Run 1, the clock network:
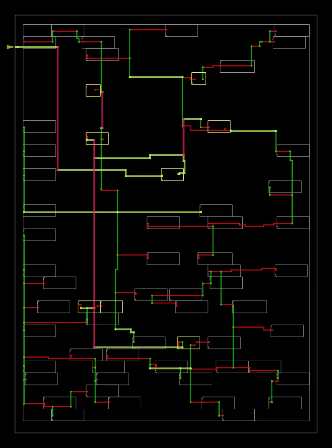
Run 1, wiring by layer:
(6 px per um) Only two layers are drawn.
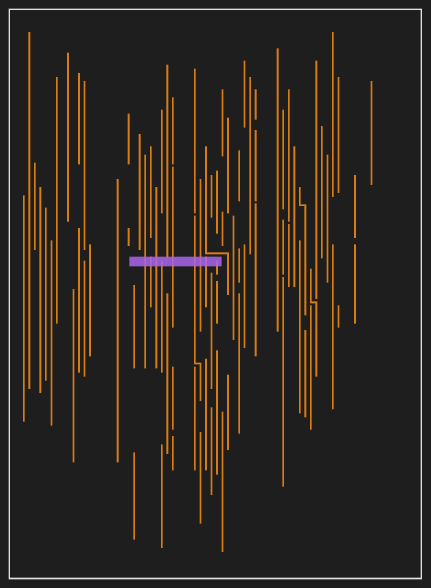
Run 1, port wiring:
(4 px per um)
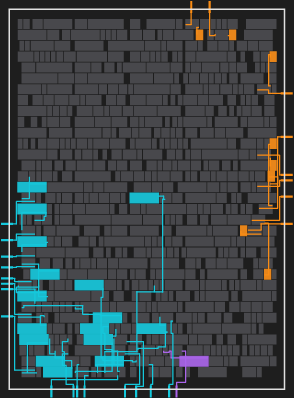
File: src/rtl/booth_seq_mult.sv
// booth_seq_mult
// Iterative radix-4 Booth multiplier. One partial-product generator is reused
// over WIDTH/2 cycles, retiring one Booth digit per cycle into a 2*WIDTH
// accumulator. Operands enter through a valid/ready handshake and the signed
// product leaves through a second valid/ready handshake.
//
// Ports:
//   clk        rising-edge clock
//   rst_n      synchronous active-low reset
//   in_valid   operand pair on a/b is valid
//   in_ready   block can accept operands (IDLE and rst_n high)
//   a          multiplicand, two's complement, WIDTH bits
//   b          multiplier, two's complement, WIDTH bits
//   out_valid  prod holds a completed result
//   out_ready  consumer accepts prod
//   prod       signed product a*b, 2*WIDTH bits, registered
//   busy       high in CALC or DONE
//
// state | meaning
// ------+------------------------------------------------------------
// IDLE  | waiting for an operand pair; in_ready high
// CALC  | retiring one Booth digit per cycle, WIDTH/2 cycles in total
// DONE  | product presented on prod with out_valid high until taken

module booth_seq_mult #(
    parameter int WIDTH = 8
) (
    input  logic               clk,
    input  logic               rst_n,
    input  logic               in_valid,
    output logic               in_ready,
    input  logic [WIDTH-1:0]   a,
    input  logic [WIDTH-1:0]   b,
    output logic               out_valid,
    input  logic               out_ready,
    output logic [2*WIDTH-1:0] prod,
    output logic               busy
);

    localparam int PW     = 2 * WIDTH;
    localparam int NSTEP  = WIDTH / 2;
    localparam int STEP_W = (NSTEP > 1) ? $clog2(NSTEP) : 1;

    typedef enum logic [1:0] {
        IDLE,
        CALC,
        DONE
    } state_t;

    state_t            state;
    logic [PW-1:0]     a_reg;
    logic [PW-1:0]     acc;
    logic [WIDTH:0]    m_reg;
    logic [STEP_W-1:0] step;

    logic [PW-1:0]     pp;
    logic [PW-1:0]     pp_sh;
    logic [PW-1:0]     acc_next;
    logic              last_step;

    // Radix-4 Booth digit from the low three bits of the shifting multiplier.
    always_comb begin
        pp = '0;
        case (m_reg[2:0])
            3'b001, 3'b010: pp = a_reg;
            3'b011:         pp = a_reg << 1;
            3'b100:         pp = -(a_reg << 1);
            3'b101, 3'b110: pp = -a_reg;
            default:        pp = '0;
        endcase
    end

    // Each digit carries weight 4^step; wraparound modulo 2^PW is intended.
    assign pp_sh     = pp << {step, 1'b0};
    assign acc_next  = acc + pp_sh;
    assign last_step = (step == STEP_W'(NSTEP - 1));

    assign in_ready  = rst_n && (state == IDLE);
    assign busy      = (state != IDLE);

    always_ff @(posedge clk) begin
        if (!rst_n) begin
            state     <= IDLE;
            a_reg     <= '0;
            acc       <= '0;
            m_reg     <= '0;
            step      <= '0;
            prod      <= '0;
            out_valid <= 1'b0;
        end else begin
            case (state)
                IDLE: begin
                    if (in_valid) begin
                        a_reg <= {{WIDTH{a[WIDTH-1]}}, a};
                        m_reg <= {b, 1'b0};
                        acc   <= '0;
                        step  <= '0;
                        state <= CALC;
                    end
                end
                CALC: begin
                    acc   <= acc_next;
                    m_reg <= {{2{m_reg[WIDTH]}}, m_reg[WIDTH:2]};
                    step  <= step + STEP_W'(1);
                    if (last_step) begin
                        prod      <= acc_next;
                        out_valid <= 1'b1;
                        state     <= DONE;
                    end
                end
                DONE: begin
                    if (out_ready) begin
                        out_valid <= 1'b0;
                        state     <= IDLE;
                    end
                end
                default: state <= IDLE;
            endcase
        end
    end

endmodule

File: config.mk
export PLATFORM = sky130hd
export DESIGN_NAME = booth_seq_mult
export DESIGN_NICKNAME = d
export VERILOG_FILES = /design/src/rtl/booth_seq_mult.sv
export SDC_FILE = /design/constraint.sdc
export NUM_CORES = 1
export LEC_CHECK = 0
export ABC_AREA = 1
export CORE_ASPECT_RATIO = 1.4
export CORE_MARGIN = 1.5
export CORE_UTILIZATION = 59
export CTS_BUF_LIST = sky130_fd_sc_hd__clkbuf_8
export CTS_CLUSTER_SIZE = 40
export DETAILED_ROUTE_END_ITERATION = 7
export PLACE_DENSITY_LB_ADDON = 0.08
export SYNTH_ARGS = -nofsm -noshare
export SYNTH_HDL_FRONTEND = slang
export SYNTH_SLANG_ARGS = --single-unit
File: constraint.sdc
create_clock -name clk -period 3.03 [get_ports clk]
set_input_delay 0.606 -clock clk [delete_from_list [all_inputs] [get_ports clk]]
set_output_delay 0.606 -clock clk [all_outputs]
set_load 0.03 [all_outputs]
==> impl_metrics.toml, run 1 <==
# physical design summary
[run_status]
status = "complete, but fails checks"
failing_checks = "setup timing"

[placed_design]
input_output_buffers = 38

[final_timing]
setup_viol_count_final = 26
fin_worst_skew_ns = 0.02003
worstMarginPinSlew_ns = 0.5093
rsz0062_at_grt = "yes"
fin_ws_ns = -0.8882

[setup_path]
worst-r2r-cell-count = 24
critical_path.startpoint = "a_reg[1]"
critPathArrivalTime_ns = 4.17
worstSetupStartpointType = "flop"
critical_path_required_ns = 3.28
critical_path.endpoint_type = "flop"
timing.rr.end = "prod[15]"

[grt]
grt_first_pass_wirelength_um = 16640

[power]
power.density_nw_per_um2 = 479.1

[yosys]
synth.yosys.num_cells = 515
dominant_cells_by_area_after_synthesis = "sky130_fd_sc_hd__dfxtp_1 (31%), sky130_fd_sc_hd__nand2_1 (14%), sky130_fd_sc_hd__a21oi_1 (7.5%)"

[worst_hold_path]
hold_path_startpoint = "m_reg[4]"
worst_hold_path_type = "reg2reg"
min_delay_path_depth = 2

[cts]
cts.clk_slew.worst_paths_ns = 0.13
cts_max_level = 2

[final_layout]
layout.cells.most_common = "sky130_fd_sc_hd__nand2_1"
share_of_layout_cells_above_drive_strength_1 = 0.3972

[floorplanning]
core.rowCount = 33
die_h_um = 94.62
core-area_um2 = 5822

[run]
warnings = 28

[detailed_routing]
drt-vias-per-instance = 6.556
drc_errors = 0
Back to the opening pictures, 'the clock network':
power in the clock group: 0.493 mW
Inserted Clock Buffers: 5

Back to the opening pictures, 'wiring by layer':
layer	color	wire length
met4	orange	1,700 um
met5	purple	13.8 um
via count: 4,602
overall track demand over capacity in global routing: 0.3403
Routed WL per cell: 23.34 um
drt total wl: 16,390 um

Back to the opening pictures, 'port wiring':
port	color	bits	direction	end cells	wire
`a`	orange	8	input	8	142 um
`out_valid`	purple	1	output	1	25.6 um
`prod`	cyan	16	output	16	483 um

-- run 1: area by class of cell --
cell class                 count  area, um^2
clock buffer                   6       82.58
fill                         217       425.4
sequential                    54        1087
inverter                      57       222.7
tap                           70       87.58
clock inverter                 2       17.52
multi-input combinational    386        2816
timing repair buffer         127        1082
-- run 1: worst max-delay path, stage by stage (launching register included) --
cell and delay [ns]:
sky130_fd_sc_hd__dfxtp_2 0.39, sky130_fd_sc_hd__inv_4 0.10, sky130_fd_sc_hd__ha_4 0.16, sky130_fd_sc_hd__nand2_4 0.05, sky130_fd_sc_hd__nor2_4 0.25, sky130_fd_sc_hd__nand3_2 0.11
sky130_fd_sc_hd__nand2_1 0.08, sky130_fd_sc_hd__nand2_1 0.09, sky130_fd_sc_hd__buf_4 0.18, sky130_fd_sc_hd__o21ai_4 0.20, sky130_fd_sc_hd__nand2_1 0.12, sky130_fd_sc_hd__o211ai_1 0.15
sky130_fd_sc_hd__nand2_1 0.12, sky130_fd_sc_hd__inv_1 0.08, sky130_fd_sc_hd__ha_1 0.32, sky130_fd_sc_hd__inv_1 0.25, sky130_fd_sc_hd__nor2_1 0.09, sky130_fd_sc_hd__o21ai_1 0.17
sky130_fd_sc_hd__nand3b_1 0.22, sky130_fd_sc_hd__a21oi_2 0.25, sky130_fd_sc_hd__nand3_2 0.12, sky130_fd_sc_hd__nand2_1 0.10, sky130_fd_sc_hd__nand2_1 0.06, sky130_fd_sc_hd__nand2_1 0.10
sky130_fd_sc_hd__inv_1 0.04
-- run 1: through the flow --
| stage | cells | power [mW] | hold slack, ns | cell area, um^2 |
|---|---|---|---|---|
| 6_report | 702 | 2.585 | 0.4645 | 5396 |
| 5_1_grt | 702 | 2.655 | 0.4896 | 5396 |
| 4_1_cts | 686 | 2.120 | 0.4684 | 4742 |
| 3_5_place_dp | 663 | 1.550 | 0.4524 | 4319 |
| 3_3_place_gp | 663 | 1.533 | 0.4446 | 4319 |
| 2_1_floorplan | 515 | 1.245 | 0.4300 | 3537 |
-- run 1: power breakdown --
part	switching, mW	internal (mW)
Combinational	0.758	0.548
Sequential	0.0364	0.750
Clock	0.303	0.190
Total	1.10	1.49
-- run 1: kinds of logic (layout without fill, tap and decap cells) --
kind of cell	Yosys count	in the layout	synth area share
simple gates	221	221	0.2780
compound gates	129	129	0.2087
mux	2	2	0.005660
xor+xnor	15	15	0.03714
flops	54	54	0.3056
fa+ha+maj	19	19	0.06933
buf+inv	75	192	0.09550
-- run 1: per-layer routing --
metal | track usage | up-vias | share of wire
li1 | - | 1927 | -
met1 | 0.3489 | 2089 | 0.32
met2 | 0.6338 | 402 | 0.47
met3 | 0.05602 | 182 | 0.11
met4 | 0.1717 | 2 | 0.10
met5 | 0 | - | 0.00079
-- run 1: timing repair --
action                                 4_1_cts  5_1_grt
setup endpoints to repair                   17       25
buffers inserted                            15       18
endpoints found under the hold margin        0        0
pin swaps                                   27       50
resized                                     52      108
Run 1, M2 wires:
(4 px per um)
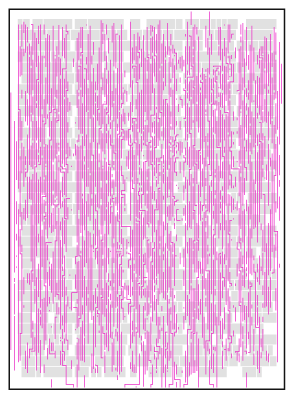

==> inputs of run 2 (changes only) <==
--- a/config.mk
+++ b/config.mk
@@ -12,7 +12,10 @@
 export CTS_BUF_LIST = sky130_fd_sc_hd__clkbuf_8
 export CTS_CLUSTER_SIZE = 40
 export DETAILED_ROUTE_END_ITERATION = 7
+export HOLD_SLACK_MARGIN = 0.03
 export PLACE_DENSITY_LB_ADDON = 0.08
+export REMOVE_ABC_BUFFERS = 1
+export SLEW_MARGIN = 20
 export SYNTH_ARGS = -nofsm -noshare
 export SYNTH_HDL_FRONTEND = slang
 export SYNTH_SLANG_ARGS = --single-unit
Run 2, M2 wires:
(4 px per um)
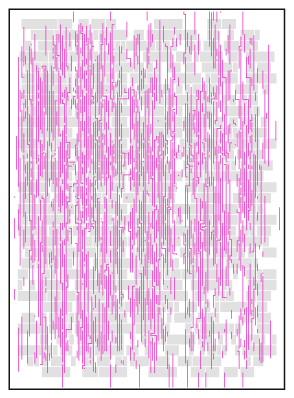
wire length on this layer	5,730 um
share of all routed wire	50%

Run 2, the clock network:
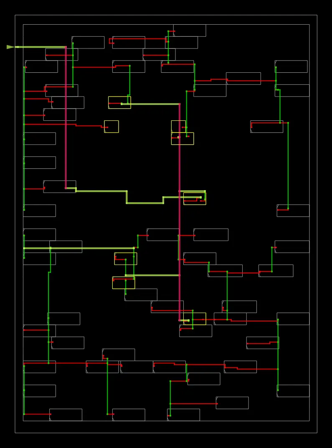
number of clock buffer instances in the layout: 6
registers: 54
clk ins delay skew pair: 0.33 ns
number of clock sinks: 54
power in the clock group: 0.457 mW

==> run 2 against run 1 <==
Effect of this change:
- the run still ends with setup timing left
- total power decreased by 14%
- core utilization decreased by 9.8 points
- sequential share of layout area increased by 2.4 points
- setup slack improved by 0.74 ns
- clock skew decreased by 0.0079 ns
- first-iteration DRC count decreased by 62%
- final cell count decreased by 5.8%
- synthesized cell count unchanged
- largest cell class unchanged
==> impl_metrics.toml, run 2 <==
# physical design summary
[run]
warnings = 26

[final_timing]
fin_ws_ns = -0.1442
worstMarginPinSlew_ns = 0.5630
setup_viol_count_final = 12
rsz0062_at_grt = "yes"

[placed_design]
place.detailed.instances = 640

[cts]
cts_max_level = 2
cts.clk_slew.worst_paths_ns = 0.11

[run_status]
failing_checks = "setup timing"
status = "complete, but fails checks"

[setup_path]
critical-path-top-delay-family = "adder cells"
critPathSlowestCell = "sky130_fd_sc_hd__ha_1"

[grt]
grt_usage = 0.3250

[final_layout]
layout.cells.most_common = "sky130_fd_sc_hd__nand2_1"
share_of_layout_cells_above_drive_strength_1 = 0.3080

[worst_hold_path]
worst_hold_path_type = "reg2reg"
min_delay_path_depth = 2

[power]
internal_power_mw = 1.350
clock_power_share = 0.207

[floorplanning]
die_h_um = 94.62
core-area_um2 = 5822
[run 2: cell counts after synthesis]
Identical to the previous run, type by type.
[run 2: logic make-up after synthesis]
group,Yosys count,share of synthesized area
xor+xnor,15,0.03714
buf+inv,75,0.09550
mux,2,0.005660
flops,54,0.3056
compound gates,129,0.2087
fa+ha+maj,19,0.06933
simple gates,221,0.2780
[run 2: worst max-delay path by stage]
stage / start / endpoint / slack (ns) / depth (start not counted)
5_1_grt: a_reg[4] / acc[13] / -0.34 / 21
2_1_floorplan: a_reg[4] / acc[14] / 0.27 / 20
6_report: a_reg[0] / acc[13] / -0.14 / 22
3_3_place_gp: a_reg[0] / prod[9] / -0.04 / 20
4_1_cts: a_reg[1] / acc[11] / 0.002 / 20
3_5_place_dp: a_reg[1] / acc[14] / -0.04 / 20
[run 2: timing repair]
item                       CTS  global route
pin swaps                   30            39
resized                     40            74
hold buffers                 0             0
gates cloned                 0             0
setup endpoints to repair   13            22
setup buffers               12             2
[run 2: layout make-up]
cell class / count / area [um^2] / share of cell area
multi-input combinational: 386 / 2567 / 0.5317
sequential: 54 / 1090 / 0.2257
timing repair buffer: 86 / 759.5 / 0.1573
inverter: 57 / 224.0 / 0.04639
tap: 70 / 87.58 / 0.01814
clock buffer: 6 / 82.58 / 0.01710
clock inverter: 2 / 17.52 / 0.003628
[run 2: routing by layer]
metal / vias up / track usage / wire, um
met3: 77 / 0.06913 / 671
met1: 1827 / 0.3195 / 4096
met4: 0 / 0.2450 / 852
met2: 180 / 0.5705 / 5730
li1: 1853 / - / -
met5: - / 0 / 0
[run 2: power groups by stage]
| stage | Sequential, mW | Combinational [mW] | Clock [mW] |
|---|---|---|---|
| after floorplan | 0.788 | 0.438 | 0 |
| after global placement | 0.789 | 0.663 | 0 |
| after detailed placement | 0.790 | 0.676 | 0 |
| after CTS | 0.775 | 0.788 | 0.454 |
| after global routing | 0.787 | 1.04 | 0.474 |
| final | 0.783 | 0.971 | 0.457 |
[run 2: stage by stage]
| step | hold WS [ns] | cell area, um^2 | utilization | setup slack, ns |
|---|---|---|---|---|
| floorplan | 0.4294 | 3416 | - | 0.2714 |
| global placement | 0.4413 | 4146 | 0.7122 | -0.03685 |
| detailed placement | 0.4432 | 4146 | 0.7122 | -0.04351 |
| CTS | 0.4599 | 4493 | 0.7718 | 0.001617 |
| global route | 0.4792 | 4828 | 0.8294 | -0.3441 |
| finish | 0.4555 | 4828 | 0.8294 | -0.1442 |
Power is estimated from default activity; no workload was simulated.
